Fig. 1: sequential cells colored by netlist name
(2 px per um) Other sequential cells in the stronger gray, the rest of the logic in the fainter gray.
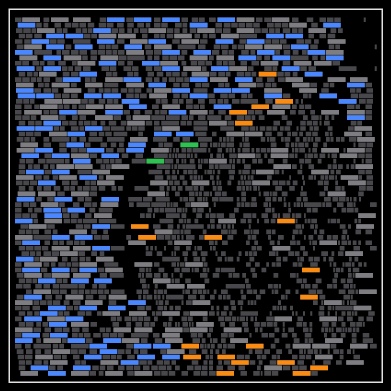
Fig. 2: signal wires by layer
(2 px per um) Two of the layers only.
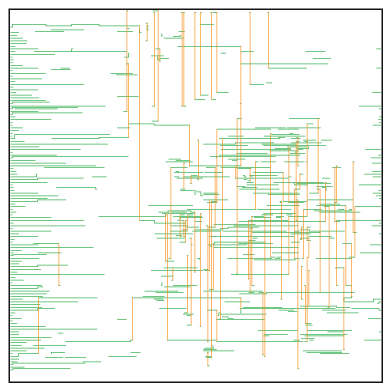
<file path="src/rtl/qspi_xip_pkg.sv">
// QSPI XIP shared constants and types.
// Line geometry, prefetcher states and tag arithmetic.
package qspi_xip_pkg;

  localparam int LINE_SIZE = 128;
  localparam int AW        = 24;
  localparam int TAG_W     = AW - 4;

  typedef logic [TAG_W-1:0] tag_t;

  typedef enum logic [1:0] {
    IDLE,
    DEMAND,
    PF,
    PF_WAIT
  } pf_state_t;

  function automatic tag_t tag_next(input tag_t t);
    return t + tag_t'(1);
  endfunction

endpackage

</file>
<file path="src/rtl/qspi_pf_buffer.sv">
// Single-entry line buffer for the next-line prefetcher.
// Holds one tagged line; invalidate wins over fill.
module qspi_pf_buffer
  import qspi_xip_pkg::*;
#(
  parameter int LW = LINE_SIZE
) (
  input  logic             HCLK,
  input  logic             HRESETn,
  input  logic             fill,
  input  logic [TAG_W-1:0] fill_tag,
  input  logic [LW-1:0]    fill_data,
  input  logic             inval,
  input  logic [TAG_W-1:0] cmp_tag,
  output logic             hit,
  output logic [LW-1:0]    data
);

  logic             valid;
  logic [TAG_W-1:0] tag;

  // Entry register: invalidate first, then fill
  always_ff @(posedge HCLK or negedge HRESETn) begin
    if (!HRESETn) begin
      valid <= 1'b0;
      tag   <= '0;
      data  <= '0;
    end else if (inval) begin
      valid <= 1'b0;
    end else if (fill) begin
      valid <= 1'b1;
      tag   <= fill_tag;
      data  <= fill_data;
    end
  end

  assign hit = valid && (tag == cmp_tag);

endmodule

</file>
<file path="src/rtl/qspi_line_prefetcher.sv">
// XIP next-line prefetcher in front of the QSPI line reader.
// Demand misses go to flash; the following line is prefetched.
module qspi_line_prefetcher #(
  parameter int LINE_SIZE   = qspi_xip_pkg::LINE_SIZE,
  parameter int AW          = qspi_xip_pkg::AW,
  parameter bit PREFETCH_EN = 1'b1
) (
  input  logic                 HCLK,
  input  logic                 HRESETn,
  input  logic                 req,
  input  logic [AW-1:0]        req_addr,
  output logic                 ready,
  output logic                 resp_valid,
  output logic [LINE_SIZE-1:0] resp_line,
  input  logic                 flush,
  output logic                 fr_rd,
  output logic [AW-1:0]        fr_addr,
  input  logic                 fr_done,
  input  logic [LINE_SIZE-1:0] fr_line
);

  import qspi_xip_pkg::*;

  pf_state_t            state, state_n;
  tag_t                 req_tag, rtag;
  tag_t                 pend_tag, pend_n;
  tag_t                 pf_tag, pf_n;
  logic                 discard, discard_n;
  logic                 discard_now, resolve;
  logic                 rv_n, rd_n;
  logic [LINE_SIZE-1:0] line_n;
  logic [AW-1:0]        addr_n;
  logic                 pb_fill, pb_inval, pb_hit;
  logic [LINE_SIZE-1:0] pb_data;
  logic                 unused_lo;

  assign req_tag     = req_addr[AW-1:4];
  assign unused_lo   = ^req_addr[3:0];
  assign ready       = (state == IDLE) || (state == PF);
  assign discard_now = discard | flush;

  qspi_pf_buffer #(
    .LW(LINE_SIZE)
  ) u_buf (
    .HCLK      (HCLK),
    .HRESETn   (HRESETn),
    .fill      (pb_fill),
    .fill_tag  (pf_tag),
    .fill_data (fr_line),
    .inval     (pb_inval),
    .cmp_tag   (req_tag),
    .hit       (pb_hit),
    .data      (pb_data)
  );

  // Next state, next outputs and buffer control
  always_comb begin
    state_n   = state;
    pend_n    = pend_tag;
    pf_n      = pf_tag;
    discard_n = discard;
    rv_n      = 1'b0;
    line_n    = resp_line;
    rd_n      = 1'b0;
    addr_n    = fr_addr;
    pb_fill   = 1'b0;
    pb_inval  = flush;
    resolve   = 1'b0;
    rtag      = pend_tag;
    if (flush && (state == PF || state == PF_WAIT))
      discard_n = 1'b1;
    unique case (state)
      IDLE: begin
        if (req && pb_hit && !flush) begin
          rv_n   = 1'b1;
          line_n = pb_data;
          if (PREFETCH_EN) begin
            rd_n     = 1'b1;
            pf_n     = tag_next(req_tag);
            addr_n   = {tag_next(req_tag), 4'h0};
            pb_inval = 1'b1;
            state_n  = PF;
          end
        end else if (req) begin
          rd_n    = 1'b1;
          addr_n  = {req_tag, 4'h0};
          pend_n  = req_tag;
          state_n = DEMAND;
        end
      end
      DEMAND: begin
        if (fr_done) begin
          rv_n   = 1'b1;
          line_n = fr_line;
          if (PREFETCH_EN) begin
            rd_n    = 1'b1;
            pf_n    = tag_next(pend_tag);
            addr_n  = {tag_next(pend_tag), 4'h0};
            state_n = PF;
          end else begin
            state_n = IDLE;
          end
        end
      end
      PF: begin
        if (fr_done && req) begin
          resolve = 1'b1;
          rtag    = req_tag;
        end else if (fr_done) begin
          pb_fill   = !discard_now;
          discard_n = 1'b0;
          state_n   = IDLE;
        end else if (req) begin
          pend_n  = req_tag;
          state_n = PF_WAIT;
        end
      end
      PF_WAIT: begin
        if (fr_done)
          resolve = 1'b1;
      end
      default: state_n = IDLE;
    endcase
    if (resolve) begin
      discard_n = 1'b0;
      if (!discard_now && rtag == pf_tag) begin
        rv_n     = 1'b1;
        line_n   = fr_line;
        rd_n     = 1'b1;
        pf_n     = tag_next(rtag);
        addr_n   = {tag_next(rtag), 4'h0};
        pb_inval = 1'b1;
        state_n  = PF;
      end else begin
        pb_fill = !discard_now;
        rd_n    = 1'b1;
        addr_n  = {rtag, 4'h0};
        pend_n  = rtag;
        state_n = DEMAND;
      end
    end
  end

  // State register
  always_ff @(posedge HCLK or negedge HRESETn) begin
    if (!HRESETn) state <= IDLE;
    else          state <= state_n;
  end

  // Registered outputs and transaction bookkeeping
  always_ff @(posedge HCLK or negedge HRESETn) begin
    if (!HRESETn) begin
      resp_valid <= 1'b0;
      resp_line  <= '0;
      fr_rd      <= 1'b0;
      fr_addr    <= '0;
      pend_tag   <= '0;
      pf_tag     <= '0;
      discard    <= 1'b0;
    end else begin
      resp_valid <= rv_n;
      resp_line  <= line_n;
      fr_rd      <= rd_n;
      fr_addr    <= addr_n;
      pend_tag   <= pend_n;
      pf_tag     <= pf_n;
      discard    <= discard_n;
    end
  end

endmodule

</file>
<file path="config.mk">
export PLATFORM = sky130hd
export DESIGN_NAME = qspi_line_prefetcher
export DESIGN_NICKNAME = d
export VERILOG_FILES = /design/src/rtl/qspi_xip_pkg.sv /design/src/rtl/qspi_pf_buffer.sv /design/src/rtl/qspi_line_prefetcher.sv
export SDC_FILE = /design/constraint.sdc
export NUM_CORES = 1
export LEC_CHECK = 0
export CAP_MARGIN = 20
export CORE_MARGIN = 2
export CORE_UTILIZATION = 53
export CTS_CLUSTER_DIAMETER = 150
export CTS_CLUSTER_SIZE = 16
export DETAILED_ROUTE_END_ITERATION = 16
export PLACE_DENSITY = 0.8
export SKIP_LAST_GASP = 1
export SYNTH_ARGS = -nofsm -noshare
export SYNTH_HDL_FRONTEND = slang
export SYNTH_SLANG_ARGS = --single-unit
</file>
<file path="constraint.sdc">
create_clock -name HCLK -period 4.7 [get_ports HCLK]
set_clock_uncertainty 0.2 [all_clocks]
set_input_delay 1.41 -clock HCLK [delete_from_list [all_inputs] [get_ports HCLK]]
set_output_delay 1.41 -clock HCLK [all_outputs]
set_load 0.02 [all_outputs]
</file>
==> impl_metrics.ini <==
; flow metrics
[critical_path]
critical_path.max_stage_delay_ps = 680
crit_path_end_kind = flip-flop
cp.arrival_ps = 4790
cp_max_fo = 5
cp_common_cell = buf_4

[timing]
final_max_slew_viol_count = 0
finalHoldViolCount = 0
timing.final.crit_share_pct = 96.65
worstMarginPinSlew_ps = 795.3

[cts]
cts_root_buffer = clkbuf_16
cts_buffers = 25
cts_buffer_depth = 3
cts_sinks = 342

[outcome]
status = finished, final reports clean

[floorplan]
rows = 66
dieArea_mm2 = 0.03450
fp-utilization_pct = 53.81
fp.dieW_um = 185.7
core_area_mm2 = 0.03254
ioPinCount = 312
die-height_um = 185.7

[detailed_routing]
firstDrtPassIters = 7
dr_wl_met2_mm = 28.03
drt_iter0_markers = 1369
route.detailed.drc = 0
ant_nets = 0

[yosys]
yosys.area.top_type_share_pct = 48.89
synth_area_per_cell_um2 = 11.01
top_logic_kind = AND-OR/OR-AND gates
ys_cells = 1590
simple_gate_share_pct = 8.619
topCellsByArea = dfrtp_1 49%, mux2_1 7.7%, o2bb2ai_1 6.5%
ys_seq_share_pct = 48.89
xor_share_pct = 5.103

[pwr]
power_w = 0.01387
ir_worst_vdd_mv = 0.4434

[cells_and_area]
fillerInstances = 2414

[place]
dpl_worst_slack_ps = -300.6
dp_hpwl_mm = 42.31
gp_congestion = 1.022

[worst_hold_path]
hold_class = reg -> reg
Notes on Fig. 1 above:
Green stands for `state`, flops 2. Orange stands for `u_buf.tag`, flops 20. Blue stands for `u_buf.data`, flops 128, where spread over the die.
FF+latch area: 0.008558 mm2
Seq power: 0.00518 W
Seq area share: 37.65%
final core occ: 69.87%

Notes on Fig. 2 above:
Orange stands for metal 4, wire length 2,790 um. Green stands for metal 3, wire length 5,400 um.
wire per inst: 25.22 um
GRT Resource Usage Total: 34.74%
routed vias: 15.06k
total wire length: 59.99 mm

-- sequential cells by signal, summed over array words and instances, names as in the netlist --
| name | count |
|---|---|
| resp_line | 128 |
| u_buf.data | 128 |
| fr_addr | 20 |
| pend_tag | 20 |
| pf_tag | 20 |
| u_buf.tag | 20 |
| state | 2 |
| discard | 1 |
| fr_rd | 1 |
| resp_valid | 1 |
| u_buf.valid | 1 |
-- worst register-to-register path, delay by kind of cell, from the launching register on --
kind / cells / cell delay [ps]
buf+inv: 4 / 670
compound gates: 3 / 510
mux: 1 / 480
fa+ha+maj: 1 / 390
flops: 1 / 430
simple gates: 4 / 1150
-- power by group --
| part | switching (W) | internal (W) |
|---|---|---|
| clock | 0.00105 | 0.000955 |
| sequential | 0.000965 | 0.00422 |
| combinational | 0.00358 | 0.00310 |
| total | 0.00560 | 0.00827 |
-- final cells by class --
cell class | instances | area share [%]
repair buffers | 465 | 20.58
inverters | 27 | 0.4458
well taps | 442 | 2.433
clock buffers | 25 | 2.752
flip-flops and latches | 342 | 37.65
multi-input cells | 1072 | 35.96
clock inverters | 2 | 0.1376
diodes | 4 | 0.04403
-- placed cells by master (no fill, tap or decap), types with 12 or more instances in the layout --
master / count
mux2_1: 120
xnor2_1: 56
mux2_2: 37
or3_1: 12
inv_1: 27
nor3_1: 22
nor2_1: 55
nand3_1: 34
nand2b_1: 17
a22oi_1: 129
o211ai_1: 12
buf_4: 128
nand2_1: 76
o22ai_1: 16
mux2i_1: 30
dfrtp_1: 342
clkdlybuf4s50_1: 302
o2bb2ai_1: 129
a31oi_1: 19
a22o_1: 14
buf_12: 34
xor2_1: 46
a21oi_1: 28
clkbuf_16: 25
o21ai_0: 60
nand4_1: 19
-- path summary, 6_finish.rpt --
check	start	end	slack [ps]	cells after the start
min in group asynchronous	HRESETn	pend_tag[6]	580	1
min	u_buf.data[124]	u_buf.data[124]	290	1
min reg2reg	u_buf.data[124]	u_buf.data[124]	290	1
max in group asynchronous	HRESETn	u_buf.data[33]	2690	2
max reg2reg	state[0]	pf_tag[7]	740	13
max	fr_done	pf_tag[7]	160	12
-- cells in the mapped netlist, types with 17 or more instances --
library cell	count
a21oi_1	28
a22oi_1	129
a31oi_1	19
buf_2	35
clkbuf_1	92
dfrtp_1	342
inv_1	27
mux2_1	120
mux2_2	37
mux2i_1	30
nand2_1	77
nand2b_1	17
nand3_1	34
nand4_1	19
nor2_1	55
nor3_1	22
o21ai_0	60
o2bb2ai_1	129
xnor2_1	56
xor2_1	46
-- layer usage --
metal | vias to the layer above | track usage (%)
met4 | 0 | 15.34
met1 | 7470 | 45.31
met5 | - | 0
met3 | 188 | 8.472
li1 | 6625 | -
met2 | 775 | 55.15
-- per-stage QoR --
step,area (um2),hold slack [ps]
after floorplan,17520,258.5
after global placement,22070,266.7
after detailed placement,22070,274.8
after CTS,22720,290.8
after global routing,22730,300.6
final,22730,286.9
Power and IR drop assume default switching activity.
